### config.mk
export PLATFORM = sky130hd
export DESIGN_NAME = gray_codec_pipe
export DESIGN_NICKNAME = d
export VERILOG_FILES = /design/src/rtl/gray_codec_pkg.sv /design/src/rtl/gray_codec_stage.sv /design/src/rtl/gray_codec_pipe.sv
export SDC_FILE = /design/constraint.sdc
export NUM_CORES = 1
export LEC_CHECK = 0
export CORE_MARGIN = 5
export CORE_UTILIZATION = 45
export CTS_BUF_LIST = sky130_fd_sc_hd__clkbuf_8 sky130_fd_sc_hd__clkbuf_16
export CTS_CLUSTER_DIAMETER = 120
export CTS_CLUSTER_SIZE = 24
export DETAILED_ROUTE_END_ITERATION = 6
export GPL_TIMING_DRIVEN = 0
export PLACE_DENSITY = 0.76
export SKIP_CTS_REPAIR_TIMING = 1
export SYNTH_ARGS = -nofsm -noshare
export SYNTH_HDL_FRONTEND = slang
export SYNTH_SLANG_ARGS = --single-unit
### constraint.sdc
create_clock -name clk -period 2.8 [get_ports clk]
set_input_delay 0.28 -clock clk [delete_from_list [all_inputs] [get_ports clk]]
set_output_delay 0.28 -clock clk [all_outputs]
set_load 0.03 [all_outputs]
### src/rtl/gray_codec_pkg.sv
// Shared definitions for the pipelined Gray/binary converter.
// Latency: n/a (types, constants and elaboration-time helpers only).
// Backpressure: n/a.
//
// Contents: mode encodings and the helpers that split the Gray->binary
// prefix-XOR chain into per-stage chunks of bit positions.
package gray_codec_pkg;

    localparam logic MODE_G2B = 1'b0;
    localparam logic MODE_B2G = 1'b1;

    // Bits resolved per stage: ceil(width / stages).
    function automatic int chunk_size(input int width, input int stages);
        return (width + stages - 1) / stages;
    endfunction

    // Highest bit resolved by stage s. Negative for trailing stages that
    // have nothing left to resolve (only when stages*chunk > width).
    function automatic int chunk_hi(input int width, input int stages, input int s);
        return width - 1 - s * chunk_size(width, stages);
    endfunction

    // Lowest bit resolved by stage s, clamped at bit 0.
    function automatic int chunk_lo(input int width, input int stages, input int s);
        int lo;
        lo = width - (s + 1) * chunk_size(width, stages);
        return (lo < 0) ? 0 : lo;
    endfunction

endpackage

### src/rtl/gray_codec_stage.sv
// One pipeline stage of the Gray/binary converter plus its slice of the XOR chain.
// Latency: 1 cycle (registered output).
// Backpressure: holds all state while en is low; rst clears regardless of en.
//
// Ports: clk, rst (sync, active-high), en (shift enable), in_valid/in_mode/
// in_word from the previous stage, out_valid/out_mode/out_word registered.
// The word carries both kinds of bits: bits above the resolved boundary are
// already binary, bits below are still raw Gray, so the last resolved bit
// the next stage needs is simply word[hi+1].
module gray_codec_stage
    import gray_codec_pkg::*;
#(
    parameter int WIDTH  = 8,
    parameter int STAGES = 2,
    parameter int IDX    = 0
) (
    input  logic             clk,
    input  logic             rst,
    input  logic             en,
    input  logic             in_valid,
    input  logic             in_mode,
    input  logic [WIDTH-1:0] in_word,
    output logic             out_valid,
    output logic             out_mode,
    output logic [WIDTH-1:0] out_word
);

    localparam int HI = chunk_hi(WIDTH, STAGES, IDX);
    localparam int LO = chunk_lo(WIDTH, STAGES, IDX);

    logic             r_valid;
    logic             r_mode;
    logic [WIDTH-1:0] r_word;
    logic [WIDTH-1:0] w_word;

    always_comb begin
        w_word = in_word;
        if (in_mode == MODE_B2G) begin
            // Binary->Gray is a single XOR layer, done entirely up front.
            if (IDX == 0) begin
                w_word = in_word ^ (in_word >> 1);
            end
        end else begin
            // MSB of binary equals MSB of Gray, so the chain starts one
            // below it. Walking downward lets each bit see its binary
            // neighbour, whether resolved here or in an earlier stage.
            for (int i = WIDTH - 2; i >= 0; i--) begin
                if (i <= HI && i >= LO) begin
                    w_word[i] = w_word[i+1] ^ in_word[i];
                end
            end
        end
    end

    always_ff @(posedge clk) begin
        if (rst) begin
            r_valid <= 1'b0;
            r_mode  <= MODE_G2B;
            r_word  <= '0;
        end else if (en) begin
            r_valid <= in_valid;
            r_mode  <= in_mode;
            r_word  <= w_word;
        end
    end

    assign out_valid = r_valid;
    assign out_mode  = r_mode;
    assign out_word  = r_word;

endmodule

### src/rtl/gray_codec_pipe.sv
// Pipelined, per-word-mode Gray<->binary converter with valid/ready streaming.
// Latency: STAGES cycles from accept to out_valid; 1 word/cycle with out_ready high.
// Backpressure: in_ready = !out_valid || out_ready; whole pipe stalls together, no bubble collapsing.
//
// Ports: clk, rst (sync, active-high); in_valid/in_ready/in_mode/in_data
// upstream; out_valid/out_ready/out_data/out_mode downstream; busy = any
// stage holds a word. in_mode 0 = Gray->binary, 1 = binary->Gray.
module gray_codec_pipe
    import gray_codec_pkg::*;
#(
    parameter int WIDTH  = 8,
    parameter int STAGES = 2
) (
    input  logic             clk,
    input  logic             rst,
    input  logic             in_valid,
    output logic             in_ready,
    input  logic             in_mode,
    input  logic [WIDTH-1:0] in_data,
    output logic             out_valid,
    input  logic             out_ready,
    output logic [WIDTH-1:0] out_data,
    output logic             out_mode,
    output logic             busy
);

    // Index 0 is the input port, index s+1 is the output of stage s.
    logic [STAGES:0]  w_vld;
    logic [STAGES:0]  w_mode;
    logic [WIDTH-1:0] w_word [0:STAGES];
    logic             w_shift;

    assign w_vld[0]  = in_valid;
    assign w_mode[0] = in_mode;
    assign w_word[0] = in_data;

    // A single global enable: the pipe only moves when the output slot is
    // empty or being drained, so every stage either shifts or holds.
    assign in_ready = !out_valid || out_ready;
    assign w_shift  = in_ready;

    for (genvar g = 0; g < STAGES; g++) begin : g_stage
        gray_codec_stage #(
            .WIDTH  (WIDTH),
            .STAGES (STAGES),
            .IDX    (g)
        ) u_stage (
            .clk       (clk),
            .rst       (rst),
            .en        (w_shift),
            .in_valid  (w_vld[g]),
            .in_mode   (w_mode[g]),
            .in_word   (w_word[g]),
            .out_valid (w_vld[g+1]),
            .out_mode  (w_mode[g+1]),
            .out_word  (w_word[g+1])
        );
    end

    assign out_valid = w_vld[STAGES];
    assign out_mode  = w_mode[STAGES];
    assign out_data  = w_word[STAGES];
    assign busy      = |w_vld[STAGES:1];

endmodule
**Run 1: signal wires on met1**

The bar under the picture is 20 um long. Supply wires on this layer in gray.
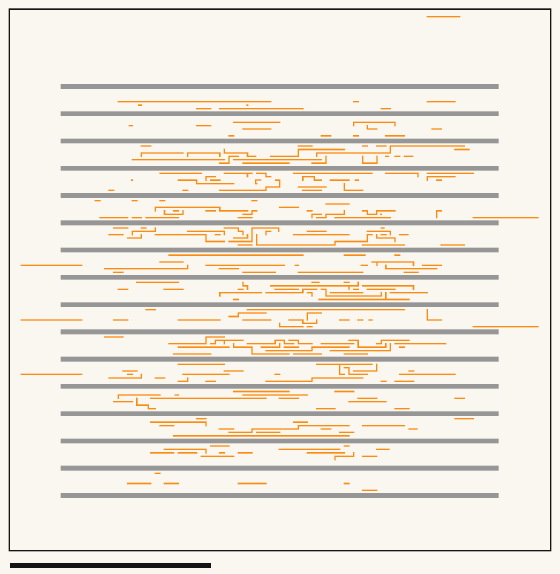
share of all routed wire: 43%
main direction: horizontal
nets with wire on the layer: 131
longest straight run: 17.5 um
Routed WL: 1757 um
number of vias after detailed routing: 775
met1 Use GR: 15.29%

**Run 1: met2 routing**

The bar under the picture is 20 um long.
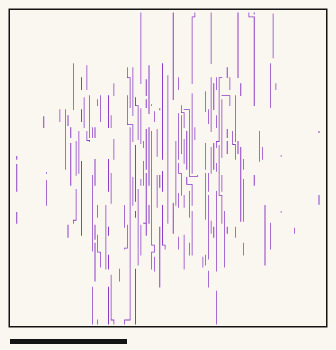
main direction: vertical
wire length on this layer: 905 um
longest straight run: 32.8 um
GR met2 Demand/Resource: 22.18%

==> run summary, run 1 <==
Notes on the flow outputs.

- The area of the core region is between 0.0015 and 0.002 sq mm.
- The pin count of the biggest net entering global routing reads 13.
- The synthesized netlist contains 21 unique library cells.
- The length in cells of the worst reg-to-reg path reads 4.
- The slew at the pin with the worst max-slew slack is 0.4203 ns.
- The startpoint class of the critical path is an input port.
- The post-synthesis chip area from yosys is 865.8 sq um.
- The fraction of synthesis flops using an asynchronous set or reset pin reads 0%.
- The final layout reports a setup TNS of 0 ns.
- The analysis attributes to cell leakage a power of around 0.46 nW.
- The antenna cell count reads 0.
- sky130_fd_sc_hd__dfxtp_1 takes more of the synthesized area than any other cell.
- Synthesis produced a netlist with a net count of about 120.
- The count of final max-slew check failures is 0.
- The tally of max-capacitance violations reads 0.
- The via count of the first global-routing pass is 692.
- The initial antenna violation count is 0.
- The tool warning count reads 26.
- The maximum VDD drop reads 0.0003520 V.
- The worst hold path stage count is 2.
- The combined area of the multi-input logic cells is around 430 sq um.
- The number of iterations in the first detailed-routing pass is 4.
- The highest clock frequency the design can meet reads 428.5 MHz.
- The yosys warning tally reads 0.
- Per the timing report, the biggest fanout along the worst path comes to 10.
- The run finished with clean final reports.
- At the floorplan stage, the core utilization is reported as 48.56%.
- The chip occupies about 0.0029 sq mm.
- The clock transition at the register clock pins on the worst setup and hold paths after CTS reads approximately 0.070 ns.
- The CTS root buffer is sky130_fd_sc_hd__clkbuf_8.
- The post-synth tally of flip-flops with integrated enable reads 0.
- The area growth from synthesis to layout is 38.44%.
- The OpenROAD report gives the critical path a required time of roughly 2.5 ns.
- The power density over the cells reads 652.0 mW/mm^2.
- The height of the chip is between 50 and 60 um.
- The clock buffer count from CTS reads 3.
- The final antenna-violating net count is 0.
- The worst setup slack for register-to-register paths reads between 1.5 and 2 ns.
- Recorded from the global router log, the overflow total was 0.
- The share of Yosys cell area claimed by the top area cell type is 46.24%.
- The clock latency on the worst-skew pair is approximately 0.25 ns.
- The number of H-tree levels reads 1.
- Following the worst setup path forward leads to its endpoint at in_ready.
- The number of vias per cell after detailed routing reads around 5.0.
- The start point of the critical path is out_ready.
- The clock tree from TritonCTS reads done.
- STA classifies the critical path endpoint as an output port.
- In the final design database the tool counted approximately 150 nets.
- The worst register-to-register path begins at g_stage[0].u_stage.out_word[4]$_SDFFE_PP0P_.
- The half-perimeter wire length of the detailed placement result reads approximately 1300 um.
- The cell seen most often among critical-path stages is sky130_fd_sc_hd__clkdlybuf4s50_1.
- The first global-routing pass estimated 2773 um of wire.
- The critical register-to-register path endpoint reads g_stage[1].u_stage.out_word[0]$_SDFFE_PP0P_.
- The tally of buffers added on design ports reads 23.
- The most used flip-flop cell reads sky130_fd_sc_hd__dfxtp_1.
- The sequential cell area in the final layout reads ~400 sq um.
- RePlAce ended its routability-driven mode at a weighted congestion of between 0.7 and 0.8.
- The path type of the worst setup path is in2out.
- The commonest cells after synthesis are sky130_fd_sc_hd__nand2_1, sky130_fd_sc_hd__dfxtp_1, sky130_fd_sc_hd__a21oi_1, sky130_fd_sc_hd__nor2_1, sky130_fd_sc_hd__xnor2_1.
- Setup repair after global routing left no endpoint under its margin.
- The most used standard cell by instance count after synthesis is sky130_fd_sc_hd__nand2_1.
- After synthesis, the mean cell area works out to about 8.3 sq um.
- In the Yosys report the total cell count is roughly 100.
- The worst relative slew slack reads a little under three quarters.
- The count of routing violations after the opening detailed-route iteration is 10.
- The TritonCTS sink count is 20.
- The hold violation total from the final report reads 0.
- The final critical-path required period is approximately 2.3 ns.
- The number of core rows is 15.
- In this run the cell area of the synthesized design comes to around 870 sq um.
- According to the floorplan report, the die width is between 50 and 60 um.
- The DRC violation count after routing reads 0.
- Counting every instance in the synthesized netlist gives around 100.
- The filler cells instantiated in the layout total around 160.
- The endpoint arrival time on the critical path is slightly above 2 ns.
- Yosys reported a register bit count of 20.
- The cell sequence reported for the critical path is clkdlybuf4s50_1 > and2b_1 > inv_2 > buf_2 > clkdlybuf4s50_1.
- Sequential elements use between 40 and 50% of the synthesized area.
- The number of buffers on the longest clock path reads 2.
**Run 1: M3 wires**

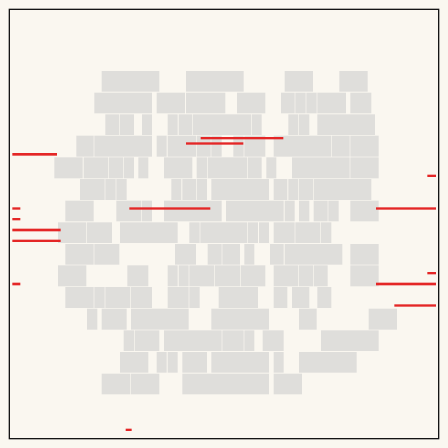
wire length on this layer: 67.0 um
longest straight run: 10.1 um
share of all routed wire: 3.8%
global-route track usage on met3: 1.662%

**Run 1: track usage over the die**

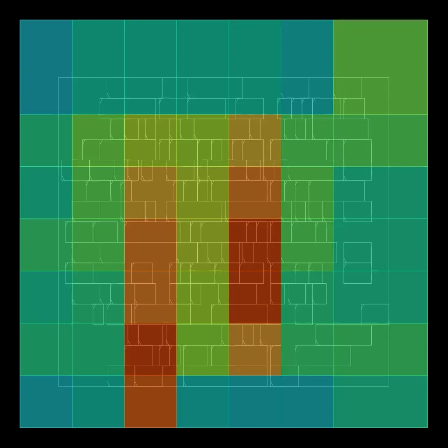
GRT busiest layer: met2
Util after Layout: 67.23%
post-detailed-route wirelength per cell: 11.26 um
All-Layer GR Usage: 13.31%

-- run 1: area by class of cell --
type | count | share of cell area, %
buffer | 5 | 1.775
clock buffer | 3 | 3.445
clock inverter | 1 | 2.505
inverter | 3 | 0.9395
multi-input combinational | 76 | 36.12
sequential | 20 | 33.40
tap | 25 | 2.610
timing repair buffer | 23 | 19.21
-- run 1: report_power, final --
group | internal (mW) | total, mW | switching [mW]
clock | 0.191 | 0.281 | 0.0901
combinational | 0.0831 | 0.170 | 0.0866
sequential | 0.312 | 0.331 | 0.0189
total | 0.586 | 0.782 | 0.196
-- run 1: cells in the final DEF, fill, tap and decap left out --
cell and instances:
sky130_fd_sc_hd__nor2b_1 2, sky130_fd_sc_hd__xor2_1 5, sky130_fd_sc_hd__or3_1 1, sky130_fd_sc_hd__nand2_1 22
sky130_fd_sc_hd__a21oi_1 10, sky130_fd_sc_hd__a211oi_1 7, sky130_fd_sc_hd__inv_2 1, sky130_fd_sc_hd__o21ai_0 4
sky130_fd_sc_hd__inv_1 2, sky130_fd_sc_hd__a31oi_1 1, sky130_fd_sc_hd__o31ai_1 1, sky130_fd_sc_hd__xnor2_1 8
sky130_fd_sc_hd__xnor2_2 1, sky130_fd_sc_hd__bufinv_16 1, sky130_fd_sc_hd__buf_2 2, sky130_fd_sc_hd__a31o_1 1
sky130_fd_sc_hd__and2b_1 1, sky130_fd_sc_hd__or2_2 1, sky130_fd_sc_hd__dfxtp_1 20, sky130_fd_sc_hd__clkdlybuf4s50_1 23
sky130_fd_sc_hd__nand3_1 1, sky130_fd_sc_hd__clkbuf_8 3, sky130_fd_sc_hd__clkbuf_1 3, sky130_fd_sc_hd__nor2_1 10
-- run 1: logic make-up after synthesis --
group	count (synthesis)	share of synthesized area, %
compound gates	24	16.76
xor+xnor	14	15.03
buf+inv	8	3.757
flops	20	46.24
simple gates	38	18.21
-- run 1: registers in the layout (all words and copies together) (netlist names) --
| name | flops |
|---|---|
| g_stage.u_stage.out_mode | 2 |
| g_stage.u_stage.out_valid | 2 |
| g_stage.u_stage.out_word | 16 |
-- run 1: metal layers --
metal	up-vias	part of all wire, %	track usage (%)
met5	-	0	0
met4	0	1.5	10.21
met2	18	52	22.18
met1	357	43	15.29
li1	398	-	-
met3	2	3.8	1.662
-- run 1: worst max-delay path: cells and delay by family --
kind / cells / cell delay, ns
and+or+nand+nor: 1 / 0.23
buffers and inverters: 4 / 1.53
-- run 1: per-stage QoR --
step	instances	total power, mW	area [sq um]	setup WS [ns]	hold WS (ns)
after floorplan	104	0.4422	865.8	1.491	0.4205
after global placement	152	0.5033	1127	0.4519	0.4389
after detailed placement	152	0.5080	1127	0.4571	0.4457
after CTS	156	0.7912	1199	0.4605	0.4562
after global routing	156	0.8177	1199	0.3851	0.4770
final	156	0.7816	1199	0.4665	0.4533
--- run 2 (diff from run 1) ---
--- a/config.mk
+++ b/config.mk
@@ -6,13 +6,13 @@
 export NUM_CORES = 1
 export LEC_CHECK = 0
 export CORE_MARGIN = 5
-export CORE_UTILIZATION = 45
+export CORE_UTILIZATION = 41
 export CTS_BUF_LIST = sky130_fd_sc_hd__clkbuf_8 sky130_fd_sc_hd__clkbuf_16
 export CTS_CLUSTER_DIAMETER = 120
 export CTS_CLUSTER_SIZE = 24
 export DETAILED_ROUTE_END_ITERATION = 6
 export GPL_TIMING_DRIVEN = 0
-export PLACE_DENSITY = 0.76
+export PLACE_DENSITY = 0.73
 export SKIP_CTS_REPAIR_TIMING = 1
 export SYNTH_ARGS = -nofsm -noshare
 export SYNTH_HDL_FRONTEND = slang
==> constraint.sdc (replaced) <==
create_clock -name clk -period 2.04 [get_ports clk]
set_input_delay 0.204 -clock clk [delete_from_list [all_inputs] [get_ports clk]]
set_output_delay 0.204 -clock clk [all_outputs]
set_load 0.03 [all_outputs]
**Run 2: M3 wires**

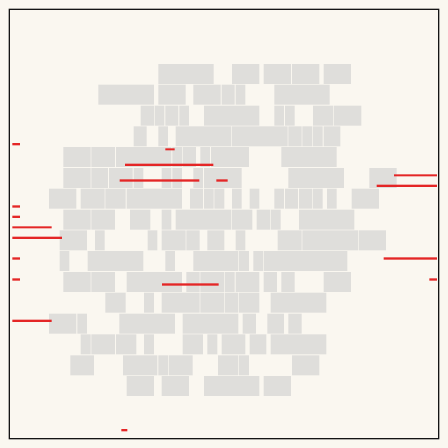
nets with wire on the layer: 16
longest straight run: 11.3 um
main direction: horizontal
Routed WL: 1682 um
global-route track usage on met3: 2.320%
number of vias after detailed routing: 767

**Run 2: signal wires on met1**

The bar under the picture is 20 um long. Supply wires on this layer in gray.
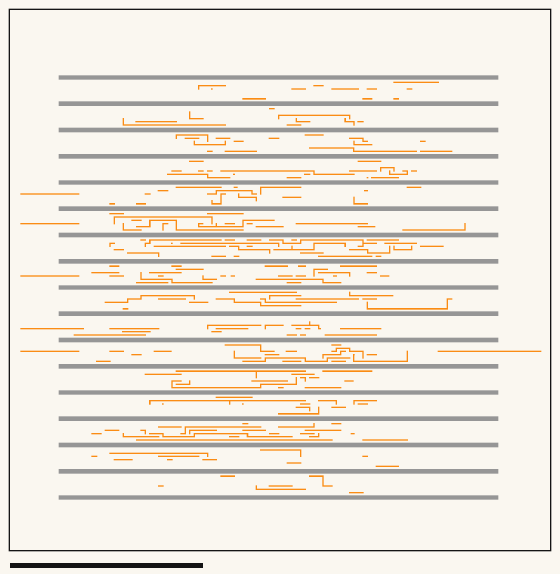
longest straight run: 20.2 um
wire length on this layer: 767 um
main direction: horizontal
share of all routed wire: 46%
met1 Use GR: 14.05%

==> run summary, run 2 <==
Notes on the flow outputs.

- The category of cells accounting for the largest share of critical-path delay is buffers and inverters.
- The number of top-level design ports is 25.
- The DRC violation count after routing is 0 (unchanged).
- The tally of max-capacitance violations reads 0 (unchanged).
- The number of vias per cell after detailed routing is 4.854 (-2.3%).
- The area of the core region is 0.001982 sq mm (+11%).
- In this run the layout overhead on the synthesized area is reported as 39.02%.
- The area share of and-or/or-and cells after synthesis is 16.76% (unchanged).
- Yosys attributes the largest share of cell area to sky130_fd_sc_hd__dfxtp_1, sky130_fd_sc_hd__nand2_1, sky130_fd_sc_hd__xnor2_1.
- The via count of the first global-routing pass was 725 (+4.8%).
- The worst relative slew slack reads 69.74% (-2.2 points).
- The net count entering floorplan reads 117 (unchanged).
- The pin count of the biggest net entering global routing reads 13 (unchanged).
- The startpoint of the most critical register-to-register path reads g_stage[1].u_stage.out_valid$_SDFFE_PP0P_.
- The cell accounting for the most synthesized area is sky130_fd_sc_hd__dfxtp_1.
- The half-perimeter wire length of the detailed placement result is 1261 um (-3.9%).
- The post-synth tally of flip-flops with integrated enable reads 0 (unchanged).
- The final worst slack was 0.2226 ns (-0.2439 ns).
- Per the timing report, the most critical flop-to-flop path finishes at g_stage[1].u_stage.out_word[1]$_SDFFE_PP0P_.
- The hold violation total from the final report came to 0 (unchanged).
- The multiplexer fraction of the synthesized cell area reads 0% (unchanged).
- Ranking logic cells in the layout by count gives the top entries sky130_fd_sc_hd__nand2_1, sky130_fd_sc_hd__clkdlybuf4s50_1, sky130_fd_sc_hd__dfxtp_1, sky130_fd_sc_hd__a21oi_1, sky130_fd_sc_hd__nor2_1.
- The number of distinct library cell variants in the gate-level netlist after synthesis was 21 (unchanged).
- The count of fill cells added during filler insertion reads 175 (+12%).
- Clock tree synthesis selected as its root buffer the cell sky130_fd_sc_hd__clkbuf_8.
- The synthesized netlist cell count reads 104 (unchanged).
- On the worst path, the slowest cell contributes a delay of about 0.45 ns.
- The maximum VDD drop was 0.0004911 V (+40%).
- The initial antenna violation count reads 0 (unchanged).
- The number of iterations in the first detailed-routing pass reads 4 (unchanged).
- The maximum fanout along the worst path is 10 (unchanged).
- The flow ran to the end, and the final reports show no timing, DRC or antenna violations.
- The number of flip-flops under the largest register name was 16 (unchanged).
- The count of routing violations after the opening detailed-route iteration was 8 (-2).
- The height of the chip reads 55.96 um (+3.9%).
- The total routing usage reported by global routing came to 12.04% (-1.3 points).
- The number of cells on the critical path came to 5 (unchanged).
- Per STA, the worst path is made up of clkdlybuf4s50_1 > and2b_1 > inv_2 > buf_2 > dlymetal6s2s_1.
- The largest combinational cell category by area reads simple AND/OR/NAND/NOR gates.
- The antenna cell count reads 0 (unchanged).
- The tally of buffers added on design ports reads 23 (unchanged).
- In this run the worst setup path begins at out_ready.
- The clock latency on the worst-skew pair is 0.26 ns (about the same).
- The most used flip-flop cell reads sky130_fd_sc_hd__dfxtp_1.
- The clock buffer count from CTS is 3 (unchanged).
- The worst endpoint required time is 1.84 ns (-0.68 ns).
- The final antenna-violating net count came to 0 (unchanged).
- The post-detailed-route wirelength per cell is 10.65 um (-5.5%).
- The number of nets in the finished design was 145 (unchanged).
- The length in cells of the worst reg-to-reg path reads 5 (+1).
- STA reports the tightest min-delay check as being of type in2reg.
- The average cell area after synthesis reads 8.325 sq um (unchanged).
- The static leakage is 0.4615 nW (+0.20%).
- Setup repair after global routing left no endpoint under its margin.
- The share of Yosys cell area claimed by the top area cell type was 46.24% (unchanged).
- The power density over the cells reads 894.8 mW/mm^2 (+37%).
- The simple-gate share of the synthesized area was 18.21% (unchanged).
- The library cell contributing the largest single delay on the critical path reads sky130_fd_sc_hd__clkdlybuf4s50_1.
- The xor/xnor share of the synthesized area came to 15.03% (unchanged).
- The endpoint arrival time on the critical path is 1.61 ns (-0.44 ns).
- The worst setup slack for register-to-register paths is 0.81 ns (-0.75 ns).
- The adder-cell share of the synthesized area is 0% (unchanged).
- The post-synthesis chip area from yosys reads 865.8 sq um (unchanged).
- The global route total overflow is 0 (unchanged).
- The cell area after technology mapping reads 865.8 sq um (unchanged).
- The clock transition at the register clock pins on the worst setup and hold paths after CTS is 0.07 ns (about the same).
- The sequential fraction of the synthesis area is 46.24% (unchanged).
- The fraction of synthesis flops using an asynchronous set or reset pin is 0% (unchanged).
- The count of final max-slew check failures was 0 (unchanged).
- The effective utilization at floorplan is 43.69% (-4.9 points).
- The final worst-path cycle share reads between 80% and 90%.
- The number of cell instances after yosys synthesis reads 104 (unchanged).
- The weighted congestion at the end of routability-driven global placement is 0.7708 (-1.4%).
- Across the routed clock network, the largest skew measured is between 0.006 and 0.007 ns.
- The TritonCTS sink count reads 20 (unchanged).
- The number of core rows reads 16 (+1).
- The utilization after layout is 60.73% (-6.5 points).
- The clock tree from TritonCTS is done.
- After synthesis, the most frequently instantiated cells are sky130_fd_sc_hd__nand2_1, sky130_fd_sc_hd__dfxtp_1, sky130_fd_sc_hd__a21oi_1, sky130_fd_sc_hd__nor2_1, sky130_fd_sc_hd__xnor2_1.
- The worst setup timing slack at the placement stage is -0.1602 ns (-0.6173 ns).
- The number of H-tree levels is 1 (unchanged).
- The post-route netlist has between 6 and 7% of its cells at a drive strength greater than 1.
- Looking at the setup timing report, the critical path kind is in2out.
- The number of buffers on the longest clock path is 2 (unchanged).
- In the final report, the number of endpoints failing setup comes to 0.
- The startpoint class of the critical path reads an input port.
- The first-pass GRT wire length is 3022 um (+9.0%).
- The worst path buffer plus inverter count is 4 (unchanged).
- The worst setup path endpoint reads in_ready.
- Timing would allow up to about 550 MHz.
- The tool warning count is 26 (unchanged).
- The slew at the pin with the worst max-slew slack came to 0.4539 ns (+0.03363 ns).
- The final critical-path required period is between 1.5 and 2 ns.
- The kind of end point of the critical path reads an output port.
- The most used standard cell by instance count after synthesis is sky130_fd_sc_hd__nand2_1.
- The horizontal die dimension reads 55.96 um (+3.9%).
- The synthesis-stage register bit count is 20 (unchanged).
- The die outline area reads 0.003131 sq mm (+7.9%).
- The yosys warning tally reads 0 (unchanged).
==> run 2: cell counts after synthesis <==
No cell type changed its count.
==> run 2: logic make-up (layout without fill, tap and decap cells) <==
group | Yosys count | in the layout
xor+xnor | 14 | 14
buf+inv | 8 | 35
flops | 20 | 20
compound gates | 24 | 24
simple gates | 38 | 38
==> run 2: power breakdown <==
group | leakage [nW] | total, mW | switching (mW) | internal [mW]
registers | 0.166 | 0.453 | 0.0248 | 0.428
logic | 0.260 | 0.232 | 0.118 | 0.114
clock network | 0.0357 | 0.392 | 0.130 | 0.262
==> run 2: area by class of cell <==
cell class                      instances  area (sq um)  share of cell area, %
Buffer                                  5         21.27                  1.767
Clock buffer                            3         41.29                  3.430
Clock inverter                          1         30.03                  2.495
Inverter                                3         11.26                 0.9356
Multi-Input combinational cell         76         432.9                  35.97
Sequential cell                        20         400.4                  33.26
Tap cell                               27         33.78                  2.807
Timing Repair Buffer                   23         232.7                  19.33
==> run 2: per-stage QoR <==
step / hold WS, ns / cells / instance area, sq um / total power, mW / TNS [ns]
floorplan: 0.3445 / 104 / 865.8 / 0.6069 / 0
global placement: 0.4404 / 154 / 1130 / 0.6914 / -0.1558
detailed placement: 0.4455 / 154 / 1130 / 0.6961 / -0.1602
CTS: 0.4107 / 158 / 1201 / 1.086 / -0.1608
global route: 0.4170 / 158 / 1204 / 1.128 / 0
finish: 0.4139 / 158 / 1204 / 1.077 / 0
==> run 2: worst min-delay path by stage <==
stage,from,to,slack (ns),cells after the start
6_report,rst,g_stage[0].u_stage.out_word[1]$_SDFFE_PP0P_,0.41,2
5_1_grt,rst,g_stage[0].u_stage.out_word[6]$_SDFFE_PP0P_,0.42,2
4_1_cts,rst,g_stage[0].u_stage.out_word[6]$_SDFFE_PP0P_,0.41,2
3_5_place_dp,g_stage[0].u_stage.out_word[7]$_SDFFE_PP0P_,g_stage[0].u_stage.out_word[7]$_SDFFE_PP0P_,0.45,2
3_3_place_gp,g_stage[1].u_stage.out_word[4]$_SDFFE_PP0P_,g_stage[1].u_stage.out_word[4]$_SDFFE_PP0P_,0.44,2
2_1_floorplan,in_mode,g_stage[0].u_stage.out_mode$_SDFFE_PP0P_,0.34,2
==> run 2: metal layers <==
metal  up-vias  part of all wire, %  track usage, %
met5         -                    0               0
met4         0                  2.9           8.814
met3         4                  4.2           2.320
met2        20                   47           19.43
met1       341                   46           14.05
li1        402                    -               -
==> run 2: worst register-to-register path, cell delays in order, from the launching register on <==
cell	delay, ns
sky130_fd_sc_hd__dfxtp_1	0.32
sky130_fd_sc_hd__and2b_1	0.22
sky130_fd_sc_hd__inv_2	0.16
sky130_fd_sc_hd__o21ai_0	0.10
sky130_fd_sc_hd__a211oi_1	0.25
sky130_fd_sc_hd__a31o_1	0.13
No activity file was given, so power comes from the tool's default toggle rates.
